## src/rtl/rng_arbiter.sv

```systemverilog
// Three-way round-robin arbiter that hands out 5-bit random values from a
// 16-bit Fibonacci LFSR, then enforces a fixed HOLD gap after every grant.
module rng_arbiter #(
    parameter logic [15:0] SEED = 16'd27581,
    parameter int unsigned GAP  = 4
) (
    input  logic        clk,
    input  logic        reset,
    input  logic [2:0]  req,
    input  logic        seed_load,
    input  logic [15:0] seed_in,
    output logic [2:0]  rd_valid,
    output logic [4:0]  rd_data,
    output logic        busy
);

    typedef enum logic [1:0] {IDLE, GRANT, HOLD} state_t;

    state_t      state, state_n;
    logic [15:0] lfsr, lfsr_n;
    logic [1:0]  last, last_n;
    logic [3:0]  cnt, cnt_n;
    logic [2:0]  rd_valid_n;
    logic [4:0]  rd_data_n;
    logic        busy_n;
    logic [1:0]  winner, idx;
    logic        found;

    // A zero seed would lock the LFSR, so it is replaced by SEED.
    always_comb begin
        if (seed_load)
            lfsr_n = (seed_in == '0) ? SEED : seed_in;
        else
            lfsr_n = {lfsr[14:0], lfsr[15] ^ lfsr[12] ^ lfsr[4]};
    end

    // Search starts one past the previous winner and wraps modulo 3.
    always_comb begin
        winner = '0;
        found  = 1'b0;
        idx    = (last == 2'd2) ? 2'd0 : last + 2'd1;
        for (int unsigned i = 0; i < 3; i++) begin
            if (!found && req[idx]) begin
                winner = idx;
                found  = 1'b1;
            end
            idx = (idx == 2'd2) ? 2'd0 : idx + 2'd1;
        end
    end

    always_comb begin
        state_n    = state;
        cnt_n      = cnt;
        last_n     = last;
        rd_valid_n = '0;
        rd_data_n  = rd_data;
        busy_n     = busy;
        case (state)
            IDLE: begin
                busy_n = 1'b0;
                if (found) begin
                    state_n    = GRANT;
                    last_n     = winner;
                    rd_data_n  = lfsr[15:11];
                    rd_valid_n = 3'(3'b001 << winner);
                    busy_n     = 1'b1;
                end
            end
            GRANT: begin
                state_n = HOLD;
                cnt_n   = 4'(GAP - 1);
                busy_n  = 1'b1;
            end
            HOLD: begin
                busy_n = 1'b1;
                if (cnt == '0) begin
                    state_n = IDLE;
                    busy_n  = 1'b0;
                end else begin
                    cnt_n = cnt - 4'd1;
                end
            end
            default: begin
                state_n = IDLE;
                busy_n  = 1'b0;
            end
        endcase
    end

    always_ff @(posedge clk) begin
        if (reset) begin
            lfsr     <= SEED;
            state    <= IDLE;
            last     <= 2'd2;
            cnt      <= '0;
            rd_valid <= '0;
            rd_data  <= '0;
            busy     <= 1'b0;
        end else begin
            lfsr     <= lfsr_n;
            state    <= state_n;
            last     <= last_n;
            cnt      <= cnt_n;
            rd_valid <= rd_valid_n;
            rd_data  <= rd_data_n;
            busy     <= busy_n;
        end
    end

endmodule

```

## config.mk

```make
export PLATFORM = sky130hd
export DESIGN_NAME = rng_arbiter
export DESIGN_NICKNAME = d
export VERILOG_FILES = /design/src/rtl/rng_arbiter.sv
export SDC_FILE = /design/constraint.sdc
export NUM_CORES = 1
export LEC_CHECK = 0
export CAP_MARGIN = 15
export CORE_ASPECT_RATIO = 1.2
export CORE_UTILIZATION = 40
export DETAILED_ROUTE_END_ITERATION = 7
export PLACE_DENSITY = 0.67
export SYNTH_ARGS = -nofsm -noshare
export SYNTH_HDL_FRONTEND = slang
export SYNTH_SLANG_ARGS = --single-unit
```

## constraint.sdc

```tcl
create_clock -name clk -period 3.2 [get_ports clk]
set_input_delay 0.64 -clock clk [delete_from_list [all_inputs] [get_ports clk]]
set_output_delay 0.64 -clock clk [all_outputs]
set_load 0.05 [all_outputs]
```

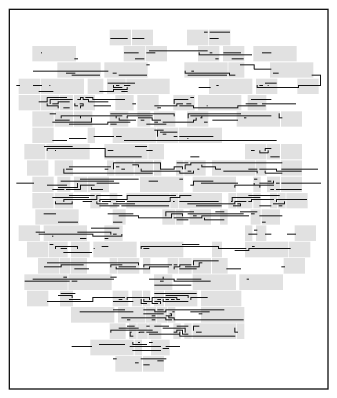
Figure 1: run 1, met1 routing.
Scale: 6 px per um. Cells faint in the background.
The longest straight run is 25.3 um. 149 nets have wire on it.
WL final: 2418 um
vias: 995
met1 GRT Util: 20.21%

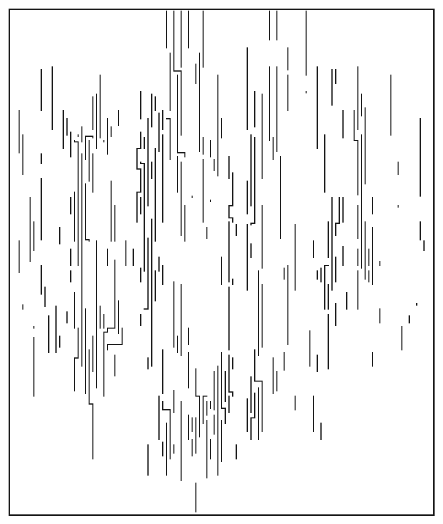
Figure 2: run 1, the metal 2 layer.
Scale: 8 px per um.
The longest straight run is 26.5 um. The wires run mostly vertical. 159 nets have wire on it. The layer holds 47% of the routed length. The layer carries 1150 um of wire.

==> deck_impl_summary.md, run 1 <==
Synthesis and Place & Route Summary

CTS
  • Clk buf depth: 2
  • Post-cts hold buffer count: 0
  • Resized cells post-CTS: 0
  • CTS Buf Count: 5
  • Reg clk slew, reported paths: around 0.090 ns
  • Root Driver: clkbuf_4
  • Clk latency late pin: 0.33 ns

Floorplanning
  • Chip height: 63.05 um
  • Die Width: approximately 53 um
  • Num rows: 21
  • # Taps: 34
  • FP Util: 43.38%

Power and ir drop
  • Clk pwr: 215 uW
  • Total Power: 882.1 uW
  • Internal power: 621.7 uW
  • Combinational power share: between 20% and 30%

STA
  • Worst Skew: 0.006307 ns
  • RSZ-0062 raised after global routing: no
  • Period utilization: 66.68%
  • Final slew viol count: 0
  • Final hold vios: 0
  • Setup slack after layout: 1.066 ns

Worst setup path
  • Register-to-register setup slack: 1.92 ns
  • Crit path cell chain: clkdlybuf4s50_1
  • Critical path capture point type: primary output
  • Slowest-stage cell, CP: clkdlybuf4s50_1
  • Worst Path Buf+Inv: 1

Placed design
  • Dpl cell area: about 0.0016 mm2
  • RePlAce Congestion: 0.7202
  • Post-place setup slack: 0.9295 ns
  • Port bufs: 30

Status
  • Status: complete, no violations

Layout
  • Non-Clock Buffer Area Fraction: 18.59%
  • # fillers: 263
  • Clock buf/inv share: 3.176%
  • Inverters: 6
  • Design Area, Final: between 0.0015 and 0.002 mm2
  • Final cell count without fillers: 185
  • Comb/total area: ~33%
  • Area grow syn2layout: 30.01%

Synth
  • Simple share: 12.99%
  • Top cells by instance count after synthesis: dfxtp_1, nor2_1, o22a_1
  • Mux cell area share: slightly above 4%
  • Yosys chip area: 0.001242 mm2
  • Top logic family: AND-OR/OR-AND gates
  • Synth top area share: 53.17%

Min path
  • Min-delay worst type: reg2reg
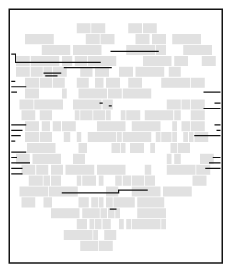
Figure 3: run 1, metal 3.
Scale: 4 px per um. Cells faint in the background.
The wires run mostly horizontal. The longest straight run is 21.2 um.
met3 GRT Util: 7.246%

==> run 1: layer usage <==
metal	part of all wire (%)	vias up	track usage [%]
met4	1.9	0	6.908
met3	5.4	6	7.246
met2	47	33	25.95
li1	-	496	-
met1	45	460	20.21
met5	0	-	0
==> run 1: worst min path at each step <==
stage                           to  depth (start not counted)  startpoint  slack, ns
after floorplan           lfsr[11]                          1    lfsr[10]       0.41
after global routing       lfsr[4]                          1     lfsr[3]       0.46
after detailed placement   lfsr[4]                          1     lfsr[3]       0.43
after global placement     lfsr[4]                          1     lfsr[3]       0.42
after CTS                  lfsr[4]                          1     lfsr[3]       0.45
final                      lfsr[4]                          1     lfsr[3]       0.45
==> run 1: flip-flops by register name, summed over array words and instances (netlist names) <==
signal,count
lfsr,16
rd_data,5
cnt,4
rd_valid,3
last,2
state,2
busy,1
==> inputs of run 2 (changes only) <==
--- a/config.mk
+++ b/config.mk
@@ -9,7 +9,7 @@
 export CORE_ASPECT_RATIO = 1.2
 export CORE_UTILIZATION = 40
 export DETAILED_ROUTE_END_ITERATION = 7
-export PLACE_DENSITY = 0.67
+export PLACE_DENSITY = 0.7
 export SYNTH_ARGS = -nofsm -noshare
 export SYNTH_HDL_FRONTEND = slang
 export SYNTH_SLANG_ARGS = --single-unit
==> constraint.sdc (replaced) <==
create_clock -name clk -period 1.9 [get_ports clk]
set_input_delay 0.38 -clock clk [delete_from_list [all_inputs] [get_ports clk]]
set_output_delay 0.38 -clock clk [all_outputs]
set_load 0.05 [all_outputs]
==> run 2 against run 1 <==
Setup slack worse by 1.0 ns; sequential power is 68% higher; non-clock buffer count is 5 higher; clock power is 71% higher; clock-buffer cell count stayed put; critical path depth stayed put; worst hold slack worse by 0.0027 ns; flip-flop count stayed put; wire length is 8.0% higher; cell count is 2.7% higher; synthesized cell count stayed put; highest routed layer unchanged.
==> deck_impl_summary.md, run 2 <==
Synthesis and Place & Route Summary

Floorplanning
  • Num rows: 21
  • Chip height: 63.05 um
  • FP Util: 43.38%
  • Die Width: 52.88 um

Placed design
  • Post-place setup slack: 0.04841 ns
  • RePlAce Congestion: 0.8070
  • Port bufs: 30
  • Dpl cell area: 0.001614 mm2

Layout
  • Top Registers: lfsr: 16 flops, rd_data: 5 flops, cnt: 4 flops
  • Register area: 660.6 um2
  • Most flop-heavy register: lfsr
  • Top cell excl fill/tap: dfxtp_1
  • Area grow syn2layout: 34.84%
  • Design Area, Final: 0.001675 mm2
  • Max reg flops: 16
  • Final cell count without fillers: 190

Routing
  • Vias: 1005
  • Met3 wire len: 138 um
  • WL met2: 1269 um
  • Met1 WL: around 1200 um
  • Top Layer Used: met4

STA
  • Period utilization: a little over nine tenths
  • RSZ-0062 raised after global routing: no
  • Setup slack after layout: 0.06122 ns
  • Final hold vios: 0
  • Final slew viol count: 0

Synth
  • Top cells by instance count after synthesis: dfxtp_1, nor2_1, o22a_1
  • Top logic family: AND-OR/OR-AND gates
  • Yosys chip area: 0.001242 mm2
  • Mux cell area share: 4.028%
  • Synth top area share: 53.17%

Power and ir drop
  • Internal power: around 1.1 mW
  • Combinational power share: roughly 23%
  • Total Power: approximately 1.5 mW

Status
  • Status: complete, no violations

Worst setup path
  • Critical path capture point type: primary output
  • Worst Path Buf+Inv: 1
  • Crit path cell chain: clkdlybuf4s50_1
  • Slowest-stage cell, CP: clkdlybuf4s50_1

CTS
  • CTS Buf Count: 5
  • Clk buf depth: 2
  • Resized cells post-CTS: 0
  • Root Driver: clkbuf_4
  • Clk latency late pin: ~0.33 ns

GRT
  • Antenna violations before repair: 0
  • Met3 GRT Util: 5.314%

Min path
  • Min-delay worst type: reg2reg
## run 2: path summary, 6_finish.rpt
path	endpoint	slack (ns)	depth (start not counted)	from
worst max-delay path	rd_data[4]	0.06	1	rd_data[4]
worst min-delay path	lfsr[7]	0.44	1	lfsr[6]
worst max register to register	cnt[1]	0.62	5	cnt[0]
worst min register to register	lfsr[7]	0.44	1	lfsr[6]
## run 2: cell type report
cell class,instances,area share (%)
multi-input cells,74,32.11
well taps,34,2.539
clock inverters,2,0.5975
flip-flops and latches,33,39.43
inverters,6,1.344
repair buffers,35,21.51
clock buffers,6,2.465
## run 2: power groups by stage
stage	logic, mW	clock network [mW]	registers (mW)
floorplan	0.142	0	0.875
global placement	0.338	0	0.808
detailed placement	0.348	0	0.809
CTS	0.349	0.381	0.794
global route	0.374	0.411	0.801
finish	0.344	0.368	0.794
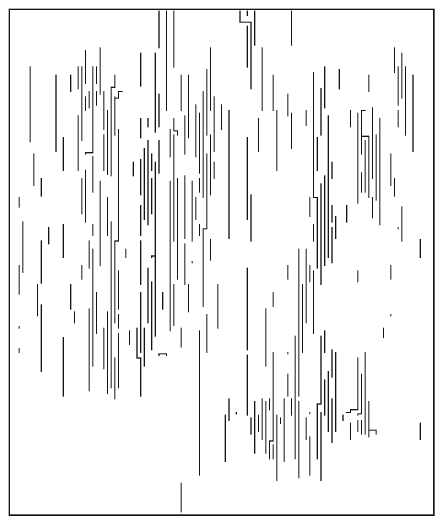
Figure 4: run 2, the metal 2 layer.
Scale: 8 px per um.
The wires run mostly vertical. The layer carries 1270 um of wire.

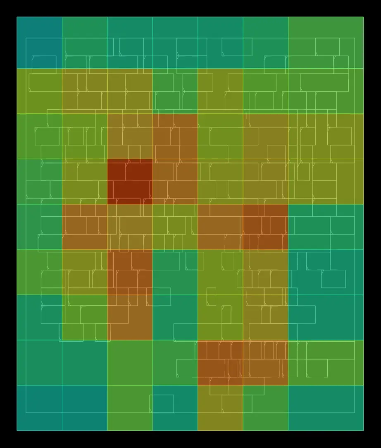
Figure 5: run 2, congestion heat map.
met1 GRT Util: 21.08%
routed length per instance: 13.75 um
met2 Usage GRT: 30.54%

No activity file was given, so power comes from the tool's default toggle rates.
